$ cat src/rtl/uart_ctl.sv
`default_nettype none
// ============================================================================
//  Module   : uart_ctl
//  Purpose  : 8N1 UART front end; shows the last good byte on led and
//             optionally echoes it back on tx.
//  Revision : 1.0 - initial release
// ============================================================================
module uart_ctl #(
  parameter int CLK_FREQ = 50_000_000,
  parameter int BAUD     = 9600
) (
  input  logic       clk,
  input  logic       rst,
  input  logic       rx,
  input  logic       sw,
  output logic       tx,
  output logic [7:0] led
);

  localparam int c_BAUD_DIV = CLK_FREQ / BAUD;
  localparam int c_OVS_DIV  = c_BAUD_DIV / 16;
  localparam int c_BW       = $clog2(c_BAUD_DIV + 1);
  localparam int c_OW       = $clog2(c_OVS_DIV + 1);
  localparam logic [c_BW-1:0] c_BAUD_LAST = c_BW'(c_BAUD_DIV - 1);
  localparam logic [c_OW-1:0] c_OVS_LAST  = c_OW'(c_OVS_DIV - 1);

  typedef enum logic [2:0] {
    RX_IDLE  = 3'd0,
    RX_START = 3'd1,
    RX_DATA  = 3'd2,
    RX_STOP  = 3'd3,
    RX_ERR   = 3'd4
  } rx_state_t;

  typedef enum logic [2:0] {
    TX_IDLE  = 3'd0,
    TX_WAIT  = 3'd1,
    TX_START = 3'd2,
    TX_DATA  = 3'd3,
    TX_STOP  = 3'd4
  } tx_state_t;

  // ---------------- tick generators ----------------
  logic [c_BW-1:0] r_bcnt;
  logic [c_OW-1:0] r_ocnt;
  logic            w_bit_tick;
  logic            w_ovs_tick;

  assign w_bit_tick = (r_bcnt == c_BAUD_LAST);
  assign w_ovs_tick = (r_ocnt == c_OVS_LAST);

  always_ff @(posedge clk or posedge rst) begin
    if (rst) begin
      r_bcnt <= '0;
      r_ocnt <= '0;
    end else begin
      r_bcnt <= w_bit_tick ? '0 : r_bcnt + c_BW'(1);
      r_ocnt <= w_ovs_tick ? '0 : r_ocnt + c_OW'(1);
    end
  end

  // ---------------- rx synchronizer ----------------
  // Reset to the idle level so reset release never looks like a start edge.
  logic r_rx_meta;
  logic r_rx_sync;

  always_ff @(posedge clk or posedge rst) begin
    if (rst) begin
      r_rx_meta <= 1'b1;
      r_rx_sync <= 1'b1;
    end else begin
      r_rx_meta <= rx;
      r_rx_sync <= r_rx_meta;
    end
  end

  // ---------------- receiver ----------------
  rx_state_t  r_rx_state, w_rx_state_nxt;
  logic [3:0] r_rx_cnt,   w_rx_cnt_nxt;
  logic [2:0] r_rx_n,     w_rx_n_nxt;
  logic [7:0] r_shreg,    w_shreg_nxt;
  logic [7:0] r_led,      w_led_nxt;
  logic       r_rx_done,  w_rx_done_nxt;

  always_ff @(posedge clk or posedge rst) begin
    if (rst) begin
      r_rx_state <= RX_IDLE;
      r_rx_cnt   <= '0;
      r_rx_n     <= '0;
      r_shreg    <= '0;
      r_led      <= '0;
      r_rx_done  <= 1'b0;
    end else begin
      r_rx_state <= w_rx_state_nxt;
      r_rx_cnt   <= w_rx_cnt_nxt;
      r_rx_n     <= w_rx_n_nxt;
      r_shreg    <= w_shreg_nxt;
      r_led      <= w_led_nxt;
      r_rx_done  <= w_rx_done_nxt;
    end
  end

  always_comb begin
    w_rx_state_nxt = r_rx_state;
    w_rx_cnt_nxt   = r_rx_cnt;
    w_rx_n_nxt     = r_rx_n;
    w_shreg_nxt    = r_shreg;
    w_led_nxt      = r_led;
    w_rx_done_nxt  = 1'b0;
    case (r_rx_state)
      RX_IDLE: begin
        if (!r_rx_sync) begin
          w_rx_state_nxt = RX_START;
          w_rx_cnt_nxt   = '0;
        end
      end
      RX_START: begin
        // Mid start bit: a high line here means the edge was a glitch.
        if (w_ovs_tick) begin
          if (r_rx_cnt == 4'd7) begin
            w_rx_cnt_nxt   = '0;
            w_rx_n_nxt     = '0;
            w_rx_state_nxt = r_rx_sync ? RX_IDLE : RX_DATA;
          end else begin
            w_rx_cnt_nxt = r_rx_cnt + 4'd1;
          end
        end
      end
      RX_DATA: begin
        if (w_ovs_tick) begin
          w_rx_cnt_nxt = r_rx_cnt + 4'd1;
          if (r_rx_cnt == 4'd15) begin
            w_shreg_nxt = {r_rx_sync, r_shreg[7:1]};
            if (r_rx_n == 3'd7) begin
              w_rx_state_nxt = RX_STOP;
            end else begin
              w_rx_n_nxt = r_rx_n + 3'd1;
            end
          end
        end
      end
      RX_STOP: begin
        if (w_ovs_tick) begin
          w_rx_cnt_nxt = r_rx_cnt + 4'd1;
          if (r_rx_cnt == 4'd15) begin
            if (r_rx_sync) begin
              w_led_nxt      = r_shreg;
              w_rx_done_nxt  = 1'b1;
              w_rx_state_nxt = RX_IDLE;
            end else begin
              w_rx_state_nxt = RX_ERR;
            end
          end
        end
      end
      RX_ERR: begin
        if (r_rx_sync) begin
          w_rx_state_nxt = RX_IDLE;
        end
      end
      default: w_rx_state_nxt = RX_IDLE;
    endcase
  end

  assign led = r_led;

  // ---------------- transmitter ----------------
  tx_state_t  r_tx_state, w_tx_state_nxt;
  logic [7:0] r_tx_byte,  w_tx_byte_nxt;
  logic [2:0] r_tx_n,     w_tx_n_nxt;
  logic       r_tx,       w_tx_nxt;

  always_ff @(posedge clk or posedge rst) begin
    if (rst) begin
      r_tx_state <= TX_IDLE;
      r_tx_byte  <= '0;
      r_tx_n     <= '0;
      r_tx       <= 1'b1;
    end else begin
      r_tx_state <= w_tx_state_nxt;
      r_tx_byte  <= w_tx_byte_nxt;
      r_tx_n     <= w_tx_n_nxt;
      r_tx       <= w_tx_nxt;
    end
  end

  // r_led already holds the new byte in the cycle r_rx_done is high.
  always_comb begin
    w_tx_state_nxt = r_tx_state;
    w_tx_byte_nxt  = r_tx_byte;
    w_tx_n_nxt     = r_tx_n;
    w_tx_nxt       = r_tx;
    case (r_tx_state)
      TX_IDLE: begin
        w_tx_nxt = 1'b1;
        if (r_rx_done && sw) begin
          w_tx_byte_nxt  = r_led;
          w_tx_state_nxt = TX_WAIT;
        end
      end
      TX_WAIT: begin
        if (w_bit_tick) begin
          w_tx_nxt       = 1'b0;
          w_tx_state_nxt = TX_START;
        end
      end
      TX_START: begin
        if (w_bit_tick) begin
          w_tx_nxt       = r_tx_byte[0];
          w_tx_byte_nxt  = {1'b1, r_tx_byte[7:1]};
          w_tx_n_nxt     = '0;
          w_tx_state_nxt = TX_DATA;
        end
      end
      TX_DATA: begin
        if (w_bit_tick) begin
          if (r_tx_n == 3'd7) begin
            w_tx_nxt       = 1'b1;
            w_tx_state_nxt = TX_STOP;
          end else begin
            w_tx_nxt      = r_tx_byte[0];
            w_tx_byte_nxt = {1'b1, r_tx_byte[7:1]};
            w_tx_n_nxt    = r_tx_n + 3'd1;
          end
        end
      end
      TX_STOP: begin
        w_tx_nxt = 1'b1;
        if (w_bit_tick) begin
          w_tx_state_nxt = TX_IDLE;
        end
      end
      default: begin
        w_tx_nxt       = 1'b1;
        w_tx_state_nxt = TX_IDLE;
      end
    endcase
  end

  assign tx = r_tx;

endmodule
`default_nettype wire

$ cat config.mk
export PLATFORM = sky130hd
export DESIGN_NAME = uart_ctl
export DESIGN_NICKNAME = d
export VERILOG_FILES = /design/src/rtl/uart_ctl.sv
export SDC_FILE = /design/constraint.sdc
export NUM_CORES = 1
export LEC_CHECK = 0
export CORE_UTILIZATION = 32
export DETAILED_ROUTE_END_ITERATION = 10
export SYNTH_ARGS = -nofsm -noshare
export SYNTH_HDL_FRONTEND = slang
export SYNTH_SLANG_ARGS = --single-unit
export TNS_END_PERCENT = 100
$ cat constraint.sdc
create_clock -name clk -period 2.5 [get_ports clk]
set_input_delay 0.5 -clock clk [delete_from_list [all_inputs] [get_ports clk]]
set_output_delay 0.5 -clock clk [all_outputs]
set_load 0.01 [all_outputs]
### Clock routing, run 1

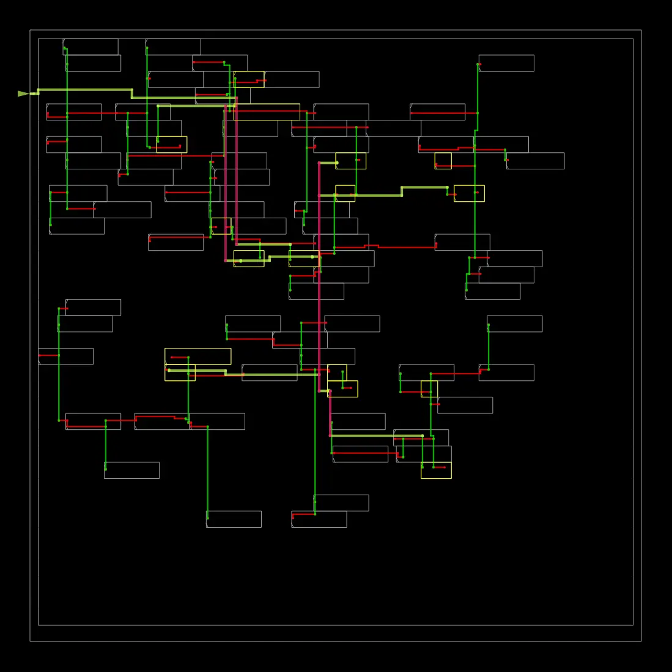
CTS Buf Count: 9
clk pwr: 1.01 mW

### Logic cells by family, run 1

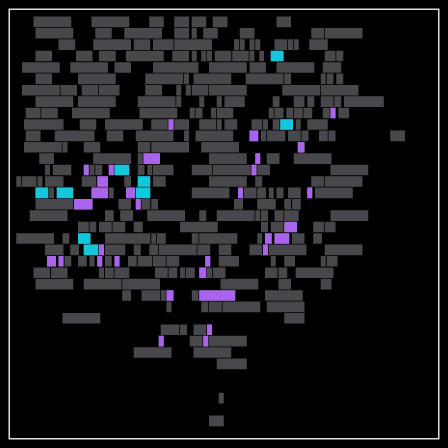
nor cells -> purple  # cells 32
non-inverting ao/oa cells -> cyan  # cells 9
final std cells w/o fill: 448
Top cell excl fill/tap: dfrtp_1
logic share of the area: 39.7%

==> deck_impl_summary.md, run 1 <==
Synthesis and Place & Route Summary

Run status
  • Status: completed

Power
  • P_leak: 1.61 nW
  • Seq. pwr: 1.07 mW
  • Overall power: 2.12 mW
  • Clock share of power: 47.9%
  • Peak VDD IR: about 300 uV
  • Sw Ratio: 22.1%
  • Switching power: 0.468 mW
  • Comb group: 0.0303 mW
  • PwrDens: ~570 nW/um^2
  • Largest power group: sequential cells

Synthesis
  • Adder Share, Synth: 3.12%
  • Nets at Floorplan: just over 300
  • Ys flop type: dfrtp_1
  • Unique cell types: roughly 57
  • YS chip area: 3210 um^2
  • Register area share after synthesis: 51.6%
  • Area leader, netlist: dfrtp_1
  • Mapped Cells: 295
  • Most common cell in the netlist: dfrtp_1
  • Post-synthesis cell area: 3210 um^2
  • Post-synth area hogs: dfrtp_1 (49%), mux2_2 (6.3%), nand2_1 (4.4%)
  • FFs w/ async S/R, synth: 100%
  • Compound Share, Synth: 8.66%
  • Yosys warning tally: 0
  • Synth cell count leaders: dfrtp_1 (63), nand2_1 (38), mux2_2 (18), nor2_1 (18), nand3_1 (14)
  • Area share, top type: 49.2%
  • Basic Gates by Area: a little under a fifth

Min path
  • WHS Path Cells: 0
  • Hold_sp: r_rx_meta
  • Worst Hold Class: reg -> reg

Detailed routing
  • # DRC: 0
  • Post-Route M1 WL: between 2000 and 3000 um
  • DR iter-0 viols: 110
  • Aggregate routed wire length: 5680 um
  • WL per Instance: 12.7 um
  • Met2 WL: about 2600 um
  • DR pass1 iterations: 4
  • Remaining antenna violation count after routing: 0
  • Met3 wire length: 201 um
  • DR vias: 2155

Global route
  • Largest net degree at the start of global routing: 67
  • Vias in the first global route: 2023
  • GR Layer Usage met2: approximately 18%
  • Global route hottest layer: met2
  • GRT Util Overall: 12.1%
  • M1 GR Usage: 16.5%
  • GRT overflow: 0
  • Initial antenna violation count: 0
  • First-pass GRT wire length: 9740 um

STA
  • Clock skew: 0.00762 ns
  • Tmin final: 2.17 ns
  • Setup Total Neg Slack: 0 ns
  • Final WS setup: 0.331 ns
  • Unrepaired setup endpoints after global routing: no
  • Fin. Hold Viols: 0
  • Hold slack: roughly 0.36 ns

Layout
  • Final nets: roughly 320
  • Largest register by flop count: r_bcnt
  • FF+latch area: ~1700 um^2
  • Sequential share of cell area: roughly 45%
  • Finished Cell Area: 3710 um^2
  • Flop count: 66
  • Max-area cell class: flip-flops and latches
  • Area grow syn2layout: 15.6%
  • Fraction of area in clock buffers and inverters: 6.08%
  • Inverters: 11
  • CLK BUF: 9
  • Top Layout Cells: dfrtp_1 (63), nand2_1 (38), nor2_1 (18), mux2_2 (18), nand3_1 (14)
  • Non-clk buf share: 3.98%
  • Max FFs per register: 13
  • Logic area: approximately 1500 um^2
  • ANT cells: 0
  • Top Registers: r_bcnt x13, r_ocnt x9
  • Fillers: between 900 and 1000
  • Layout Utilization: 38.1%
  • Multi-input gate count: about 210
  • Non-clk bufs: 14

Worst setup path
  • CP endpoint: r_tx_byte[1]
  • Critical path type: reg -> reg
  • Crit path largest cell delay: 0.46 ns
  • Critical path fanouts, max: 11
  • Crit path DAT: 2.41 ns
  • Endpoint type of the worst setup path: register
  • WP depth: 5
  • Crit path DRT: 2.74 ns
  • Type of origin of the critical path: register
  • Critical-path top delay cell: o211ai_2
  • Crit-path leading delay family: simple AND/OR/NAND/NOR gates
  • Critical R2R Launch: r_bcnt[0]
  • Worst Setup SP: r_bcnt[0]
  • FF-to-FF setup slack: 0.33 ns

Placement
  • Post-DP Area: 3480 um^2
  • Detail Placement HPWL: 3840 um
  • Placed Instances: 432
  • Gpl congestion: 0.772
  • Port bufs: 12

Clock tree
  • PostCTS Resize Cnt: 0
  • CTS Sinks: 66
  • CTS Buffer Depth: 2
  • Clock-pin slew on the worst setup and hold paths: 0.08 ns
  • CTS tree: done
  • Clk Latency, worst-skew pair: 0.35 ns

Die
  • Die W: 102 um
  • Die Span Y: approximately 100 um
  • Total die area: 10400 um^2
  • Fp util: 33.0%
  • N_taps: between 100 and 150
  • # rows: 36
  • Ports: 13
### Close-up of the layout, run 1

The bar under the picture is 5 um long. Window x 41 to 61, y 61 to 81 um. Cells in grey, sequential cells in the stronger grey; small squares are vias.
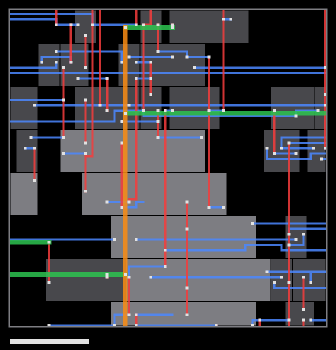
metal 4 -> orange
metal 3 -> green
metal 1 -> blue
metal 2 -> red
sequential cells in the window = 5
most frequent = nand2_1 (6), dfrtp_1 (5)
netlist names of flops here include = r_bcnt (3), r_tx_byte (2)
cells with their middle in the window = 25

## Run 2: what changed since run 1
--- a/config.mk
+++ b/config.mk
@@ -6,6 +6,7 @@
 export NUM_CORES = 1
 export LEC_CHECK = 0
 export CORE_UTILIZATION = 32
+export CTS_BUF_LIST = sky130_fd_sc_hd__clkbuf_8
 export DETAILED_ROUTE_END_ITERATION = 10
 export SYNTH_ARGS = -nofsm -noshare
 export SYNTH_HDL_FRONTEND = slang
==> constraint.sdc (replaced) <==
create_clock -name clk -period 2.5 [get_ports clk]
set_input_delay 0.5 -clock clk [delete_from_list [all_inputs] [get_ports clk]]
set_output_delay 0.5 -clock clk [all_outputs]
set_load 0.1 [all_outputs]
### Wire density map, run 2

The die is cut into 20 by 20 equal tiles; white is low, dark blue is high, scaled to the fullest tile. Values are wire area over tile area, all layers added.
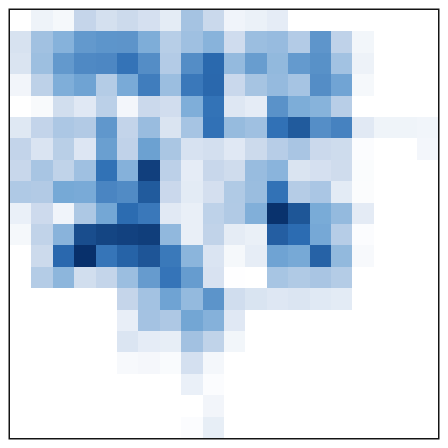
emptiest ninth of the die = lower right
nearly empty tiles = 40%
tiles over half the peak = 16%
mean over tiles = 0.084
densest ninth of the die = middle left
fullest tile = 0.38
DR vias: 2150
aggregate routed wire length: 5700 um

### Close-up of the layout, run 2

The bar under the picture is 5 um long. Window x 41 to 61, y 61 to 81 um. Cells in grey, sequential cells in the stronger grey; small squares are vias.
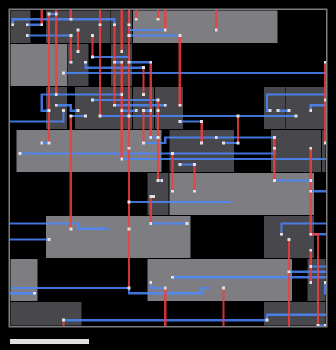
metal 2 -> red
metal 1 -> blue
most frequent = nand2_1 (5), dfrtp_1 (5)
netlist names of flops here include = r_tx_byte (4), r_bcnt (1)
cells with their middle in the window = 23
sequential cells in the window = 5

==> deck_impl_summary.md, run 2 <==
Synthesis and Place & Route Summary

Run status
  • Status: completed

Detailed routing
  • Post-Route M1 WL: 2940 um (+5.4%)
  • Met2 WL: 2530 um (-2.5%)
  • DR iter-0 viols: 87 (-21%)
  • Remaining antenna violation count after routing: 0 (unchanged)
  • WL per Instance: 12.7 um (+0.45%)
  • DR pass1 iterations: 4 (unchanged)
  • Met3 wire length: 151 um (-25%)

Die
  • N_taps: 133 (unchanged)
  • Ports: 13 (unchanged)
  • Die Span Y: 102 um (unchanged)
  • Die W: 102 um (unchanged)
  • Fp util: 33.0% (unchanged)
  • # rows: 36 (unchanged)

Worst setup path
  • Crit-path leading delay family: simple AND/OR/NAND/NOR gates
  • Worst Setup SP: r_bcnt[0]
  • FF-to-FF setup slack: 0.35 ns (+0.02 ns)
  • Crit path DRT: 2.73 ns (about the same)
  • Critical path type: reg -> reg
  • WP depth: 5 (unchanged)
  • Crit path largest cell delay: 0.44 ns (-0.02 ns)
  • Critical-path top delay cell: o211ai_2
  • Type of origin of the critical path: register
  • Crit path DAT: 2.38 ns (-0.03 ns)
  • Critical path fanouts, max: 11 (unchanged)
  • Endpoint type of the worst setup path: register
  • Critical R2R Launch: r_bcnt[0]

Placement
  • Detail Placement HPWL: 3940 um (+2.7%)
  • Placed Instances: 431 (-0.23%)
  • Post-DP Area: 3450 um^2 (-0.86%)
  • Gpl congestion: 0.742 (-4.0%)
  • Port bufs: 12 (unchanged)

Layout
  • Largest register by flop count: r_bcnt
  • Non-clk bufs: 13 (-1)
  • Non-clk buf share: 3.21% (-0.77 points)
  • Inverters: 11 (unchanged)
  • Top cell excl fill/tap: dfrtp_1
  • Sequential share of cell area: 45.2% (+0.58 points)
  • Multi-input gate count: 208 (unchanged)
  • Fraction of area in clock buffers and inverters: 5.68% (-0.40 points)
  • ANT cells: 0 (unchanged)
  • Top Registers: r_bcnt x13, r_ocnt x9
  • Max-area cell class: flip-flops and latches
  • Layout Utilization: 37.6% (-0.49 points)
  • FF+latch area: 1660 um^2 (unchanged)
  • Top Layout Cells: dfrtp_1 (63), nand2_1 (38), nor2_1 (18), mux2_2 (18), nand3_1 (14)
  • Final std cells w/o fill: 447 (-0.22%)
  • Flop count: 66 (unchanged)
  • Area grow syn2layout: 14.1%
  • Max FFs per register: 13 (unchanged)
  • Finished Cell Area: 3660 um^2 (-1.3%)
  • Final nets: 321 (-0.31%)
  • CLK BUF: 9 (unchanged)

Power
  • Overall power: 2.04 mW (-3.5%)
  • Clock share of power: 46.0% (-1.9 points)
  • P_leak: 1.62 nW (+0.56%)
  • Sw Ratio: 23.8% (+1.7 points)
  • Comb group: 0.0307 mW (+1%)
  • PwrDens: 558 nW/um^2 (-2.2%)
  • Switching power: 0.486 mW (+3.9%)
  • Largest power group: sequential cells
  • Clk pwr: 0.939 mW (-7%)
  • Peak VDD IR: 346 uV (+17%)

Synthesis
  • Yosys warning tally: 0 (unchanged)
  • Synth cell count leaders: dfrtp_1 (63), nand2_1 (38), mux2_2 (18), nor2_1 (18), nand3_1 (14)
  • Post-synth area hogs: dfrtp_1 (49%), mux2_2 (6.3%), nand2_1 (4.4%)
  • Nets at Floorplan: 307 (unchanged)
  • Mapped Cells: 295 (unchanged)
  • Area leader, netlist: dfrtp_1
  • Ys flop type: dfrtp_1
  • Register area share after synthesis: 51.6% (unchanged)
  • Basic Gates by Area: 19.1% (unchanged)
  • Compound Share, Synth: 8.66% (unchanged)
  • Post-synthesis cell area: 3210 um^2 (unchanged)
  • Adder Share, Synth: 3.12% (unchanged)
  • Most common cell in the netlist: dfrtp_1
  • Unique cell types: 57 (unchanged)
  • FFs w/ async S/R, synth: 100% (unchanged)

Clock tree
  • Setup Buffers After CTS: 0
  • CTS Sinks: 66 (unchanged)
  • CTS Buf Count: 9 (unchanged)
  • Clk Latency, worst-skew pair: 0.35 ns (about the same)
  • CTS Buffer Depth: 2 (unchanged)
  • PostCTS Resize Cnt: 0 (unchanged)
  • Clock-pin slew on the worst setup and hold paths: 0.08 ns (about the same)

Global route
  • Global route hottest layer: met2
  • GRT overflow: 0 (unchanged)
  • GR Layer Usage met2: 17.7% (+0.052 points)
  • Vias in the first global route: 2048 (+1.2%)
  • Largest net degree at the start of global routing: 48 (-28%)
  • Initial antenna violation count: 0 (unchanged)
  • M1 GR Usage: 17.6% (+1.0 points)

STA
  • Tmin final: 2.15 ns (-0.0181 ns)
  • Final WS setup: 0.349 ns (+0.0181 ns)
  • Clock skew: 0.0121 ns (+0.00453 ns)
  • Unrepaired setup endpoints after global routing: no
  • Fin. Hold Viols: 0 (unchanged)
  • Hold slack: 0.359 ns (+0.00149 ns)
  • Setup Total Neg Slack: 0 ns (unchanged)

Min path
  • Worst Hold Class: reg -> reg
  • Hold_sp: r_rx_meta
  • WHS Path Cells: 0 (unchanged)
## Run 3: what changed since run 2
--- a/config.mk
+++ b/config.mk
@@ -5,9 +5,12 @@
 export SDC_FILE = /design/constraint.sdc
 export NUM_CORES = 1
 export LEC_CHECK = 0
+export CORE_ASPECT_RATIO = 0.8
+export CORE_MARGIN = 10
 export CORE_UTILIZATION = 32
 export CTS_BUF_LIST = sky130_fd_sc_hd__clkbuf_8
 export DETAILED_ROUTE_END_ITERATION = 10
+export GPL_ROUTABILITY_DRIVEN = 0
 export SYNTH_ARGS = -nofsm -noshare
 export SYNTH_HDL_FRONTEND = slang
 export SYNTH_SLANG_ARGS = --single-unit
### Logic cells by family, run 3

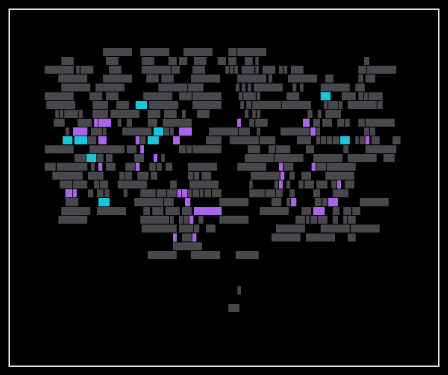
nor cells -> purple  # cells 32
non-inverting ao/oa cells -> cyan  # cells 9

### Pin map, run 3

The bar under the picture is 50 um long. Pins as bars across the die edge, other pins in grey.
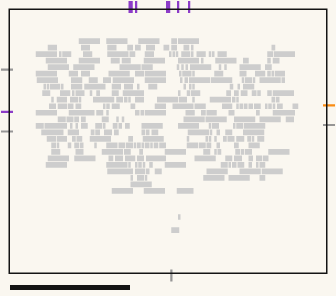
tx -> orange  # pins 1, direction output, edge right
led -> purple  # pins 8, direction output, edge 7 top, 1 left
Die Span Y: 110 um
port bufs: 12
Die W: 132 um

==> deck_impl_summary.md, run 3 <==
Synthesis and Place & Route Summary

Layout
  • FF+latch area: 1660 um^2 (unchanged)
  • CLK BUF: 10 (+1)
  • ANT cells: 0 (unchanged)
  • Largest register by flop count: r_bcnt
  • Flop count: 66 (unchanged)
  • Area grow syn2layout: 14.8%
  • Layout Utilization: 37.8% (+0.23 points)
  • Top Layout Cells: dfrtp_1 (63), nand2_1 (38), nor2_1 (18), mux2_2 (18), nand3_1 (14)
  • Max FFs per register: 13 (unchanged)
  • Non-clk bufs: 14 (+1)
  • Top Registers: r_bcnt x13, r_ocnt x9
  • Finished Cell Area: 3680 um^2 (+0.62%)
  • Inverters: 11 (unchanged)
  • Final std cells w/o fill: 451 (+0.89%)
  • Non-clk buf share: 3.40% (+0.18 points)

STA
  • Hold slack: 0.360 ns (+0.00150 ns)
  • Fin. Hold Viols: 0 (unchanged)
  • Tmin final: 2.05 ns (-0.102 ns)
  • Clock skew: 0.00399 ns (-0.00816 ns)

Power
  • Comb group: 0.0306 mW (about the same)
  • Largest power group: sequential cells
  • Overall power: 2.09 mW (+2.3%)
  • Clk pwr: 0.984 mW (+4.8%)
  • PwrDens: 567 nW/um^2 (+1.6%)
  • Peak VDD IR: 363 uV (+5.1%)
  • P_leak: 1.64 nW (+1.0%)

Detailed routing
  • DR iter-0 viols: 121 (+39%)
  • WL per Instance: 13.3 um (+4.8%)
  • Met2 WL: 2610 um (+3.4%)
  • Aggregate routed wire length: 6020 um (+5.7%)
  • Post-Route M1 WL: 3090 um (+5.2%)
  • Met3 wire length: 242 um (+60%)
  • DR pass1 iterations: 4 (unchanged)

Synthesis
  • Compound Share, Synth: 8.66% (unchanged)
  • Post-synthesis cell area: 3210 um^2 (unchanged)
  • Register area share after synthesis: 51.6% (unchanged)
  • Synth cell count leaders: dfrtp_1 (63), nand2_1 (38), mux2_2 (18), nor2_1 (18), nand3_1 (14)
  • Basic Gates by Area: 19.1% (unchanged)
  • Post-synth area hogs: dfrtp_1 (49%), mux2_2 (6.3%), nand2_1 (4.4%)
  • Unique cell types: 57 (unchanged)
  • Yosys warning tally: 0 (unchanged)
  • Ys flop type: dfrtp_1

Placement
  • Placed Instances: 435 (+0.93%)
  • Detail Placement HPWL: 4210 um (+6.6%)
  • Post-DP Area: 3460 um^2 (+0.33%)

Run status
  • Status: completed

Clock tree
  • PostCTS Resize Cnt: 0 (unchanged)
  • CTS Sinks: 66 (unchanged)
  • Setup Buffers After CTS: 0 (unchanged)
  • CTS Buf Count: 9 (unchanged)
  • Clock-pin slew on the worst setup and hold paths: 0.07 ns (about the same)
  • Clk Latency, worst-skew pair: 0.35 ns (about the same)
  • CTS Buffer Depth: 2 (unchanged)

Global route
  • Initial antenna violation count: 0 (unchanged)
  • GR Layer Usage met2: 13.7% (-4.1 points)
  • Vias in the first global route: 2158 (+5.4%)
  • M1 GR Usage: 11.5% (-6.1 points)

Worst setup path
  • Critical path type: reg -> reg
  • Crit path DAT: 2.28 ns (-0.10 ns)
  • WP depth: 5 (unchanged)
  • Critical path fanouts, max: 8 (-3)
  • Crit-path leading delay family: flip-flops
  • Critical R2R Launch: r_bcnt[0]
  • Crit path DRT: 2.73 ns (about the same)
  • Worst Setup SP: r_bcnt[0]
  • Crit path largest cell delay: 0.43 ns (about the same)
  • Type of origin of the critical path: register

Min path
  • WHS Path Cells: 0 (unchanged)

Die
  • N_taps: 136 (+2.3%)
  • Ports: 13 (unchanged)
Power is estimated from default activity; no workload was simulated.
